## config.mk

```make
export PLATFORM = sky130hd
export DESIGN_NAME = loom_axi_burst_master_flat
export DESIGN_NICKNAME = d
export VERILOG_FILES = /design/src/rtl/loom_axi_burst_master_if.sv /design/src/rtl/loom_axi_burst_master.sv /design/src/flat_wrapper.sv
export SDC_FILE = /design/constraint.sdc
export NUM_CORES = 1
export LEC_CHECK = 0
export ABC_AREA = 1
export ABC_CLOCK_PERIOD_IN_PS = 2400
export CAP_MARGIN = 25
export CORE_AREA = 4 4 312 314
export DETAILED_ROUTE_END_ITERATION = 7
export DIE_AREA = 0 0 316 318
export PLACE_DENSITY = 0.34
export SYNTH_ARGS = -nofsm -noshare
export SYNTH_HDL_FRONTEND = slang
export SYNTH_SLANG_ARGS = --single-unit
```

## constraint.sdc

```tcl
create_clock -name clk -period 2.4 [get_ports clk]
set_input_delay 0.72 -clock clk [delete_from_list [all_inputs] [get_ports clk]]
set_output_delay 0.72 -clock clk [all_outputs]
set_load 0.01 [all_outputs]
```

## src/rtl/loom_axi_burst_master_if.sv

```systemverilog
// loom_axi_burst_master_if
//   Bundles every bus of the command-driven AXI4 burst master:
//     cmd_*        command request (write flag, start byte address, beat count)
//     wdata*       write data stream in
//     rdata*       read data stream out
//     sts_*, busy  completion status and activity flag
//     m_axi_*      AXI4 full master channels (AW, W, B, AR, R)
//   modport master : the burst engine's view
//   modport slave  : the environment's view (command source, data endpoints, AXI slave)
interface loom_axi_burst_master_if #(
  parameter int ADDR_WIDTH = 64,
  parameter int DATA_WIDTH = 128,
  parameter int ID_WIDTH   = 4,
  parameter int LEN_WIDTH  = 16
);
  // command / status
  logic                    cmd_valid;
  logic                    cmd_ready;
  logic                    cmd_write;
  logic [ADDR_WIDTH-1:0]   cmd_addr;
  logic [LEN_WIDTH-1:0]    cmd_beats;
  logic                    sts_valid;
  logic                    sts_err;
  logic                    busy;
  // data streams
  logic [DATA_WIDTH-1:0]   wdata;
  logic                    wdata_valid;
  logic                    wdata_ready;
  logic [DATA_WIDTH-1:0]   rdata;
  logic                    rdata_valid;
  logic                    rdata_ready;
  // AW
  logic [ID_WIDTH-1:0]     m_axi_awid;
  logic [ADDR_WIDTH-1:0]   m_axi_awaddr;
  logic [7:0]              m_axi_awlen;
  logic [2:0]              m_axi_awsize;
  logic [1:0]              m_axi_awburst;
  logic                    m_axi_awvalid;
  logic                    m_axi_awready;
  // W
  logic [DATA_WIDTH-1:0]   m_axi_wdata;
  logic [DATA_WIDTH/8-1:0] m_axi_wstrb;
  logic                    m_axi_wlast;
  logic                    m_axi_wvalid;
  logic                    m_axi_wready;
  // B
  logic [1:0]              m_axi_bresp;
  logic                    m_axi_bvalid;
  logic                    m_axi_bready;
  // AR
  logic [ID_WIDTH-1:0]     m_axi_arid;
  logic [ADDR_WIDTH-1:0]   m_axi_araddr;
  logic [7:0]              m_axi_arlen;
  logic [2:0]              m_axi_arsize;
  logic [1:0]              m_axi_arburst;
  logic                    m_axi_arvalid;
  logic                    m_axi_arready;
  // R
  logic [DATA_WIDTH-1:0]   m_axi_rdata;
  logic [1:0]              m_axi_rresp;
  logic                    m_axi_rlast;
  logic                    m_axi_rvalid;
  logic                    m_axi_rready;

  modport master (
    input  cmd_valid, cmd_write, cmd_addr, cmd_beats,
    output cmd_ready, sts_valid, sts_err, busy,
    input  wdata, wdata_valid, rdata_ready,
    output wdata_ready, rdata, rdata_valid,
    output m_axi_awid, m_axi_awaddr, m_axi_awlen, m_axi_awsize, m_axi_awburst, m_axi_awvalid,
    input  m_axi_awready,
    output m_axi_wdata, m_axi_wstrb, m_axi_wlast, m_axi_wvalid,
    input  m_axi_wready,
    input  m_axi_bresp, m_axi_bvalid,
    output m_axi_bready,
    output m_axi_arid, m_axi_araddr, m_axi_arlen, m_axi_arsize, m_axi_arburst, m_axi_arvalid,
    input  m_axi_arready,
    input  m_axi_rdata, m_axi_rresp, m_axi_rlast, m_axi_rvalid,
    output m_axi_rready
  );

  modport slave (
    output cmd_valid, cmd_write, cmd_addr, cmd_beats,
    input  cmd_ready, sts_valid, sts_err, busy,
    output wdata, wdata_valid, rdata_ready,
    input  wdata_ready, rdata, rdata_valid,
    input  m_axi_awid, m_axi_awaddr, m_axi_awlen, m_axi_awsize, m_axi_awburst, m_axi_awvalid,
    output m_axi_awready,
    input  m_axi_wdata, m_axi_wstrb, m_axi_wlast, m_axi_wvalid,
    output m_axi_wready,
    output m_axi_bresp, m_axi_bvalid,
    input  m_axi_bready,
    input  m_axi_arid, m_axi_araddr, m_axi_arlen, m_axi_arsize, m_axi_arburst, m_axi_arvalid,
    output m_axi_arready,
    output m_axi_rdata, m_axi_rresp, m_axi_rlast, m_axi_rvalid,
    input  m_axi_rready
  );
endinterface

```

## src/rtl/loom_axi_burst_master.sv

```systemverilog
// loom_axi_burst_master
//   Command-driven AXI4 full master. Each accepted command (read or write,
//   start address, beat count) is executed as a sequence of INCR bursts, split
//   at MAX_BURST beats and at 4 KiB boundaries, with one burst outstanding.
//   Write data is passed straight from the wdata stream onto W; read data is
//   passed straight from R onto the rdata stream. A one-cycle sts pulse with an
//   accumulated error flag closes every command.
// Ports
//   clk  : clock, all logic on posedge
//   rst  : synchronous active-high reset
//   bus  : loom_axi_burst_master_if.master (command, data streams, status, AXI4)
module loom_axi_burst_master #(
  parameter int ADDR_WIDTH = 64,
  parameter int DATA_WIDTH = 128,
  parameter int ID_WIDTH   = 4,
  parameter int AXI_ID     = 0,
  parameter int MAX_BURST  = 256,
  parameter int LEN_WIDTH  = 16
) (
  input  logic                          clk,
  input  logic                          rst,
  loom_axi_burst_master_if.master       bus
);

  localparam int BYTES = DATA_WIDTH / 8;
  localparam int SZ    = $clog2(BYTES);
  // common width for comparing beat counts of different origins
  localparam int CW    = (LEN_WIDTH > 13) ? LEN_WIDTH : 13;
  localparam logic [ADDR_WIDTH-1:0] LOW_MASK = ADDR_WIDTH'(BYTES - 1);

  typedef enum logic [2:0] {
    S_IDLE, S_PREP, S_ADDR, S_WDATA, S_BWAIT, S_RDATA, S_DONE
  } state_t;

  state_t state, state_nxt;

  logic [ADDR_WIDTH-1:0] addr;
  logic [LEN_WIDTH-1:0]  remaining;
  logic                  is_write;
  logic                  err;
  logic [8:0]            burst;      // beats in current burst, 1..256
  logic [8:0]            beat;       // beat index within current burst
  logic [8:0]            burst_calc;
  logic [8:0]            len_full;
  logic [12:0]           room_bytes;
  logic [12:0]           room_beats;
  logic                  last_beat;
  logic                  more;
  logic                  w_fire;
  logic                  r_fire;
  logic [CW-1:0]         lim;

  // beats left before the next 4 KiB boundary (addr is always beat aligned)
  assign room_bytes = 13'h1000 - {1'b0, addr[11:0]};
  assign room_beats = room_bytes >> SZ;

  always_comb begin
    lim = CW'(MAX_BURST);
    if (CW'(room_beats) < lim) lim = CW'(room_beats);
    if (CW'(remaining) < lim)  lim = CW'(remaining);
    burst_calc = lim[8:0];
  end

  assign len_full  = burst - 9'd1;
  assign last_beat = (beat == len_full);
  // another burst follows unless this one drains the command
  assign more      = (CW'(remaining) != CW'(burst));
  assign w_fire    = (state == S_WDATA) && bus.wdata_valid && bus.m_axi_wready;
  assign r_fire    = (state == S_RDATA) && bus.m_axi_rvalid && bus.rdata_ready;

  // state register
  always_ff @(posedge clk) begin
    if (rst) state <= S_IDLE;
    else     state <= state_nxt;
  end

  // next state and outputs
  always_comb begin
    state_nxt          = state;
    bus.cmd_ready      = (state == S_IDLE) && !rst;
    bus.busy           = (state != S_IDLE);
    bus.sts_valid      = (state == S_DONE);
    bus.sts_err        = (state == S_DONE) && err;

    bus.m_axi_awid     = ID_WIDTH'(AXI_ID);
    bus.m_axi_awaddr   = addr;
    bus.m_axi_awlen    = len_full[7:0];
    bus.m_axi_awsize   = 3'(SZ);
    bus.m_axi_awburst  = 2'b01;
    bus.m_axi_awvalid  = (state == S_ADDR) && is_write;

    bus.m_axi_wdata    = bus.wdata;
    bus.m_axi_wstrb    = '1;
    bus.m_axi_wlast    = (state == S_WDATA) && last_beat;
    bus.m_axi_wvalid   = (state == S_WDATA) && bus.wdata_valid;
    bus.wdata_ready    = (state == S_WDATA) && bus.m_axi_wready;

    bus.m_axi_bready   = (state == S_BWAIT);

    bus.m_axi_arid     = ID_WIDTH'(AXI_ID);
    bus.m_axi_araddr   = addr;
    bus.m_axi_arlen    = len_full[7:0];
    bus.m_axi_arsize   = 3'(SZ);
    bus.m_axi_arburst  = 2'b01;
    bus.m_axi_arvalid  = (state == S_ADDR) && !is_write;

    bus.rdata          = bus.m_axi_rdata;
    bus.rdata_valid    = (state == S_RDATA) && bus.m_axi_rvalid;
    bus.m_axi_rready   = (state == S_RDATA) && bus.rdata_ready;

    unique case (state)
      S_IDLE:  if (bus.cmd_valid) state_nxt = S_PREP;
      // burst length is registered here so ADDR drives a stable payload
      S_PREP:  state_nxt = (remaining == '0) ? S_DONE : S_ADDR;
      S_ADDR: begin
        if (is_write && bus.m_axi_awready)       state_nxt = S_WDATA;
        else if (!is_write && bus.m_axi_arready) state_nxt = S_RDATA;
      end
      S_WDATA: if (w_fire && last_beat) state_nxt = S_BWAIT;
      S_BWAIT: if (bus.m_axi_bvalid) state_nxt = more ? S_PREP : S_DONE;
      // read burst closes on the counted final beat, whatever rlast says
      S_RDATA: if (r_fire && last_beat) state_nxt = more ? S_PREP : S_DONE;
      S_DONE:  state_nxt = S_IDLE;
      default: state_nxt = S_IDLE;
    endcase
  end

  // command datapath
  always_ff @(posedge clk) begin
    if (rst) begin
      addr      <= '0;
      remaining <= '0;
      is_write  <= 1'b0;
      err       <= 1'b0;
      burst     <= '0;
      beat      <= '0;
    end else begin
      unique case (state)
        S_IDLE: if (bus.cmd_valid) begin
          // unaligned start is forced down to a beat boundary and flagged
          addr      <= bus.cmd_addr & ~LOW_MASK;
          remaining <= bus.cmd_beats;
          is_write  <= bus.cmd_write;
          err       <= |bus.cmd_addr[SZ-1:0];
        end
        S_PREP: begin
          burst <= burst_calc;
          beat  <= '0;
        end
        S_WDATA: if (w_fire) beat <= beat + 9'd1;
        S_BWAIT: if (bus.m_axi_bvalid) begin
          if (bus.m_axi_bresp != 2'b00) err <= 1'b1;
          addr      <= addr + (ADDR_WIDTH'(burst) << SZ);
          remaining <= remaining - LEN_WIDTH'(burst);
        end
        S_RDATA: if (r_fire) begin
          beat <= beat + 9'd1;
          if (bus.m_axi_rresp != 2'b00 || bus.m_axi_rlast != last_beat) err <= 1'b1;
          if (last_beat) begin
            addr      <= addr + (ADDR_WIDTH'(burst) << SZ);
            remaining <= remaining - LEN_WIDTH'(burst);
          end
        end
        default: ;
      endcase
    end
  end

endmodule

```

## src/flat_wrapper.sv

```systemverilog
// flat-port wrapper written by rule: the top's interface ports become plain ports
module loom_axi_burst_master_flat 
#(
  parameter int ADDR_WIDTH = 64,
  parameter int DATA_WIDTH = 128,
  parameter int ID_WIDTH   = 4,
  parameter int AXI_ID     = 0,
  parameter int MAX_BURST  = 256,
  parameter int LEN_WIDTH  = 16
)
  (clk, rst, bus_cmd_valid, bus_cmd_write, bus_cmd_addr, bus_cmd_beats, bus_cmd_ready, bus_sts_valid, bus_sts_err, bus_busy, bus_wdata, bus_wdata_valid, bus_rdata_ready, bus_wdata_ready, bus_rdata, bus_rdata_valid, bus_m_axi_awid, bus_m_axi_awaddr, bus_m_axi_awlen, bus_m_axi_awsize, bus_m_axi_awburst, bus_m_axi_awvalid, bus_m_axi_awready, bus_m_axi_wdata, bus_m_axi_wstrb, bus_m_axi_wlast, bus_m_axi_wvalid, bus_m_axi_wready, bus_m_axi_bresp, bus_m_axi_bvalid, bus_m_axi_bready, bus_m_axi_arid, bus_m_axi_araddr, bus_m_axi_arlen, bus_m_axi_arsize, bus_m_axi_arburst, bus_m_axi_arvalid, bus_m_axi_arready, bus_m_axi_rdata, bus_m_axi_rresp, bus_m_axi_rlast, bus_m_axi_rvalid, bus_m_axi_rready);
  loom_axi_burst_master_if #(.ADDR_WIDTH(ADDR_WIDTH), .DATA_WIDTH(DATA_WIDTH), .ID_WIDTH(ID_WIDTH), .LEN_WIDTH(LEN_WIDTH)) bus_i ();
  input  logic clk;
  input  logic rst;
  input wire logic [$bits(bus_i.cmd_valid)-1:0] bus_cmd_valid;
  input wire logic [$bits(bus_i.cmd_write)-1:0] bus_cmd_write;
  input wire logic [$bits(bus_i.cmd_addr)-1:0] bus_cmd_addr;
  input wire logic [$bits(bus_i.cmd_beats)-1:0] bus_cmd_beats;
  output wire logic [$bits(bus_i.cmd_ready)-1:0] bus_cmd_ready;
  output wire logic [$bits(bus_i.sts_valid)-1:0] bus_sts_valid;
  output wire logic [$bits(bus_i.sts_err)-1:0] bus_sts_err;
  output wire logic [$bits(bus_i.busy)-1:0] bus_busy;
  input wire logic [$bits(bus_i.wdata)-1:0] bus_wdata;
  input wire logic [$bits(bus_i.wdata_valid)-1:0] bus_wdata_valid;
  input wire logic [$bits(bus_i.rdata_ready)-1:0] bus_rdata_ready;
  output wire logic [$bits(bus_i.wdata_ready)-1:0] bus_wdata_ready;
  output wire logic [$bits(bus_i.rdata)-1:0] bus_rdata;
  output wire logic [$bits(bus_i.rdata_valid)-1:0] bus_rdata_valid;
  output wire logic [$bits(bus_i.m_axi_awid)-1:0] bus_m_axi_awid;
  output wire logic [$bits(bus_i.m_axi_awaddr)-1:0] bus_m_axi_awaddr;
  output wire logic [$bits(bus_i.m_axi_awlen)-1:0] bus_m_axi_awlen;
  output wire logic [$bits(bus_i.m_axi_awsize)-1:0] bus_m_axi_awsize;
  output wire logic [$bits(bus_i.m_axi_awburst)-1:0] bus_m_axi_awburst;
  output wire logic [$bits(bus_i.m_axi_awvalid)-1:0] bus_m_axi_awvalid;
  input wire logic [$bits(bus_i.m_axi_awready)-1:0] bus_m_axi_awready;
  output wire logic [$bits(bus_i.m_axi_wdata)-1:0] bus_m_axi_wdata;
  output wire logic [$bits(bus_i.m_axi_wstrb)-1:0] bus_m_axi_wstrb;
  output wire logic [$bits(bus_i.m_axi_wlast)-1:0] bus_m_axi_wlast;
  output wire logic [$bits(bus_i.m_axi_wvalid)-1:0] bus_m_axi_wvalid;
  input wire logic [$bits(bus_i.m_axi_wready)-1:0] bus_m_axi_wready;
  input wire logic [$bits(bus_i.m_axi_bresp)-1:0] bus_m_axi_bresp;
  input wire logic [$bits(bus_i.m_axi_bvalid)-1:0] bus_m_axi_bvalid;
  output wire logic [$bits(bus_i.m_axi_bready)-1:0] bus_m_axi_bready;
  output wire logic [$bits(bus_i.m_axi_arid)-1:0] bus_m_axi_arid;
  output wire logic [$bits(bus_i.m_axi_araddr)-1:0] bus_m_axi_araddr;
  output wire logic [$bits(bus_i.m_axi_arlen)-1:0] bus_m_axi_arlen;
  output wire logic [$bits(bus_i.m_axi_arsize)-1:0] bus_m_axi_arsize;
  output wire logic [$bits(bus_i.m_axi_arburst)-1:0] bus_m_axi_arburst;
  output wire logic [$bits(bus_i.m_axi_arvalid)-1:0] bus_m_axi_arvalid;
  input wire logic [$bits(bus_i.m_axi_arready)-1:0] bus_m_axi_arready;
  input wire logic [$bits(bus_i.m_axi_rdata)-1:0] bus_m_axi_rdata;
  input wire logic [$bits(bus_i.m_axi_rresp)-1:0] bus_m_axi_rresp;
  input wire logic [$bits(bus_i.m_axi_rlast)-1:0] bus_m_axi_rlast;
  input wire logic [$bits(bus_i.m_axi_rvalid)-1:0] bus_m_axi_rvalid;
  output wire logic [$bits(bus_i.m_axi_rready)-1:0] bus_m_axi_rready;
  assign bus_i.cmd_valid = bus_cmd_valid;
  assign bus_i.cmd_write = bus_cmd_write;
  assign bus_i.cmd_addr = bus_cmd_addr;
  assign bus_i.cmd_beats = bus_cmd_beats;
  assign bus_cmd_ready = bus_i.cmd_ready;
  assign bus_sts_valid = bus_i.sts_valid;
  assign bus_sts_err = bus_i.sts_err;
  assign bus_busy = bus_i.busy;
  assign bus_i.wdata = bus_wdata;
  assign bus_i.wdata_valid = bus_wdata_valid;
  assign bus_i.rdata_ready = bus_rdata_ready;
  assign bus_wdata_ready = bus_i.wdata_ready;
  assign bus_rdata = bus_i.rdata;
  assign bus_rdata_valid = bus_i.rdata_valid;
  assign bus_m_axi_awid = bus_i.m_axi_awid;
  assign bus_m_axi_awaddr = bus_i.m_axi_awaddr;
  assign bus_m_axi_awlen = bus_i.m_axi_awlen;
  assign bus_m_axi_awsize = bus_i.m_axi_awsize;
  assign bus_m_axi_awburst = bus_i.m_axi_awburst;
  assign bus_m_axi_awvalid = bus_i.m_axi_awvalid;
  assign bus_i.m_axi_awready = bus_m_axi_awready;
  assign bus_m_axi_wdata = bus_i.m_axi_wdata;
  assign bus_m_axi_wstrb = bus_i.m_axi_wstrb;
  assign bus_m_axi_wlast = bus_i.m_axi_wlast;
  assign bus_m_axi_wvalid = bus_i.m_axi_wvalid;
  assign bus_i.m_axi_wready = bus_m_axi_wready;
  assign bus_i.m_axi_bresp = bus_m_axi_bresp;
  assign bus_i.m_axi_bvalid = bus_m_axi_bvalid;
  assign bus_m_axi_bready = bus_i.m_axi_bready;
  assign bus_m_axi_arid = bus_i.m_axi_arid;
  assign bus_m_axi_araddr = bus_i.m_axi_araddr;
  assign bus_m_axi_arlen = bus_i.m_axi_arlen;
  assign bus_m_axi_arsize = bus_i.m_axi_arsize;
  assign bus_m_axi_arburst = bus_i.m_axi_arburst;
  assign bus_m_axi_arvalid = bus_i.m_axi_arvalid;
  assign bus_i.m_axi_arready = bus_m_axi_arready;
  assign bus_i.m_axi_rdata = bus_m_axi_rdata;
  assign bus_i.m_axi_rresp = bus_m_axi_rresp;
  assign bus_i.m_axi_rlast = bus_m_axi_rlast;
  assign bus_i.m_axi_rvalid = bus_m_axi_rvalid;
  assign bus_m_axi_rready = bus_i.m_axi_rready;
  loom_axi_burst_master #(.ADDR_WIDTH(ADDR_WIDTH), .DATA_WIDTH(DATA_WIDTH), .ID_WIDTH(ID_WIDTH), .AXI_ID(AXI_ID), .MAX_BURST(MAX_BURST), .LEN_WIDTH(LEN_WIDTH)) u_core (.clk(clk), .rst(rst), .bus(bus_i));
endmodule
```

### Supply network

Pins as bars on the die edge.
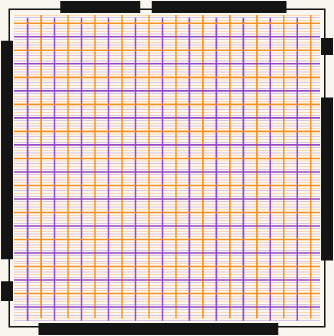
| color | net |
|---|---|
| orange | VDD |
| purple | VSS |
rows: 113
signal pins: 798
met1 rails: 114

### Placed cells, one color a class

The bar under the picture is 100 µm long.
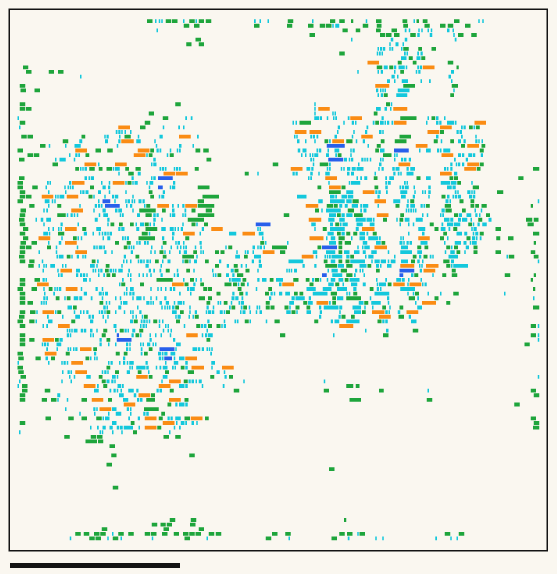
| color | class | cells |
|---|---|---|
| green | remaining buffers and delay cells | 560 |
| blue | clock drivers and dummy loads | 16 |
| orange | sequential cells | 99 |
| cyan | combinational and other logic | 1313 |
Final Util: 17.1%
row cnt: 113
final instance area: 16200 µm²
Core Footprint: 94600 µm²
fraction of area in registers: 12.5%

### Clock network drawn from the DEF

The bar under the picture is 100 µm long.
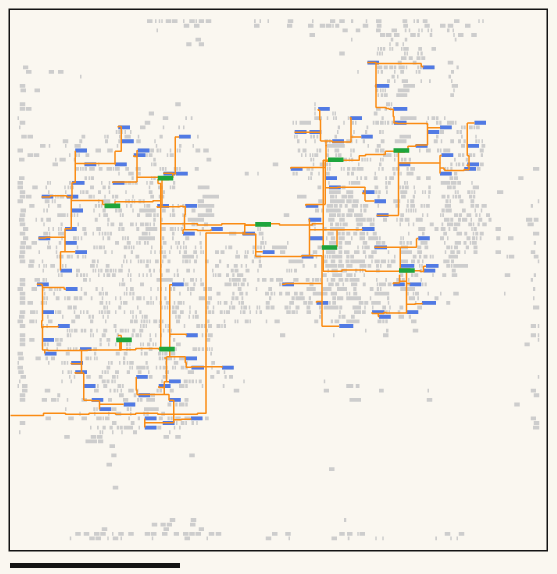
[green] clock drivers | count: 9
[blue] flip-flops | count: 99
[orange] clock wires | length: 2270 µm
routed clock nets: 10
Clk power: 1.70 mW
Late-Pin Clk Latency: 0.40 ns
clock skew: 0.0166 ns
Clock Power Share: 7.1%

==> run_results.csv <==
group,metric,value,unit
outcome,status,"finished, violations left",
outcome,violations,"setup timing",
sta,finalSetupViolCount,86,
placed_design,dpl_cell_area,14300,µm²
flow_run,warning_count,29,
synthesis,synth_chip_area,11000,µm²
worst_setup_path,crit_chain,"inv_4, ha_4, xnor2_2, a21oi_2, nand2_1, nor2_1, nand2_1, nor2_2, nand3_2, nor2_2, buf_2",
layout,bufAreaShareNonClock,32.4,%
sta,rsz0062_at_grt,"yes",
layout,n_fill_cell,11000,
layout,nNonClkBuffers,560,
global_route,grt_pass1_vias,12000,
layout,area_delta_synth_final,46.7,%
flow_run,maxCapViolCount,0,
synthesis,synth_top_cell_by_count,"nand2_1",
hold_path,whs_path_depth,2,
placed_design,hpwl,48.4,mm
worst_setup_path,cp_top_family,"simple AND/OR/NAND/NOR gates",
synthesis,syn_area,11000,µm²
placed_design,dp_slack,-0.588,ns
global_route,grt.overflow.total,0,
layout,dominant_cells,"combinational gates",
power_and_ir_drop,netSwitchingPower,11.4,mW
synthesis,ys_types,49,
drt,ant_nets,0,
sta,tightest_slew,0.532,ns
global_route,grt_usage,11.7,%
layout,clockBufferCount,11,
worst_setup_path,r2r.worst_path.cells,19,
worst_setup_path,cp_num_buf_inv,2,
synthesis,ys_seq_share,18.0,%
power_and_ir_drop,power.total,23.9,mW
power_and_ir_drop,seqPwrFrac,12.8,%
power_and_ir_drop,combPwrFrac,80.1,%
synthesis,yosys_warnings,0,
layout,ff_count,99,
floorplan,die_h,318,µm
layout,diodes,0,
sta,setup_slack,-0.328,ns
worst_setup_path,critical_path_class,"register to output port",
floorplan,die_area,100000,µm²
clocking,numCtsBuffers,9,
global_route,grt_max_degree,65,
layout,clk_share,1.93,%
layout,final_cells,3253,
synthesis,ys.flops,99,
clocking,clk_pin_slew,0.07,ns
worst_setup_path,slowest_stage,"dfxtp_4",
synthesis,ys_top_cells_by_area,"buf_4, dfxtp_1, nand2_1",
placed_design,dp.cells,3186,
## power groups by stage
stage | sequential, mW | combinational, mW | clock (mW)
floorplan | 3.17 | 7.77 | 0
global placement | 3.04 | 15.0 | 0
detailed placement | 3.03 | 14.9 | 0
CTS | 3.05 | 17.7 | 1.78
global route | 3.17 | 20.9 | 1.82
finish | 3.06 | 19.2 | 1.70
## path summary, 6_finish.rpt
path / slack (ns) / to / start
setup / recovery: -0.33 / bus_m_axi_wlast / u_core.burst[0]$_SDFFE_PP0P_
hold / removal: 0.47 / u_core.remaining[0]$_SDFFE_PP0P_ / u_core.remaining[0]$_SDFFE_PP0P_
setup reg to reg: -0.25 / u_core.bus.m_axi_araddr[42]$_SDFFE_PP0P_ / u_core.burst[0]$_SDFFE_PP0P_
hold reg to reg: 0.47 / u_core.remaining[0]$_SDFFE_PP0P_ / u_core.remaining[0]$_SDFFE_PP0P_
## cells by family after synthesis
kind of cell	count (synthesis)	synth area share, %
compound gates	219	10.6
xor+xnor	37	3.00
fa+ha+maj	32	3.76
buf+inv	542	31.5
flops	99	18.0
mux	8	0.726
other cells	2	0.0681
simple gates	842	32.4
## state kept, by name (all words and copies together), names as in the netlist
name                     flops
u_core.bus.m_axi_araddr     60
u_core.remaining            16
u_core.beat                  9
u_core.burst                 9
u_core.state                 3
u_core.err                   1
u_core.is_write              1
## cells in the final DEF, fill, tap and decap left out, types with 12 or more instances in the layout
cell type | synthesis | final
o21ai_0 | 50 | 32
clkdlybuf4s50_1 | 0 | 212
nand3_1 | 101 | 76
a21oi_2 | 0 | 29
inv_1 | 123 | 114
nand3_2 | 3 | 23
dlygate4sd2_1 | 0 | 13
buf_4 | 367 | 264
nor3_1 | 37 | 35
inv_2 | 9 | 17
nor2_2 | 3 | 19
conb_1 | 2 | 42
buf_6 | 6 | 31
nand2_2 | 5 | 32
clkbuf_16 | 0 | 12
ha_1 | 30 | 18
nor2_1 | 172 | 148
nand2_1 | 451 | 418
dfxtp_1 | 99 | 82
nand4_1 | 26 | 26
a21oi_1 | 126 | 93
o21ai_2 | 3 | 13
xor2_1 | 24 | 22
o21ai_1 | 20 | 27
## metal layers
layer	routed length [µm]	GRT usage [%]	up-vias	share of wire (%)
met5	147	0.822	-	0.24
met4	1870	3.76	8	3.1
met1	25800	14.0	5298	42
met2	29000	19.7	404	48
li1	-	-	5714	-
met3	3940	3.67	132	6.5
## repair_timing
item | 4_1_cts | 5_1_grt
pin swaps | 44 | 44
hold buffers | 0 | 0
buffers inserted | 30 | 12
gates resized | 207 | 137
setup endpoints to repair | 115 | 108
gates cloned | 8 | 3
## worst register-to-register path, stage by stage (launching register included)
cell and delay [ns]:
dfxtp_4 0.37, inv_4 0.04, ha_4 0.24, xnor2_2 0.13, a21oi_2 0.11, nand2_1 0.06, nor2_1 0.11, nand2_1 0.08
nor2_2 0.12, nand3_2 0.13, buf_4 0.16, buf_6 0.12, nand2_4 0.08, nand2_8 0.12, buf_12 0.21, buf_16 0.14
buf_4 0.14, nor2_1 0.07, nand2_1 0.05, a21oi_1 0.10
No activity file was given, so power comes from the tool's default toggle rates.
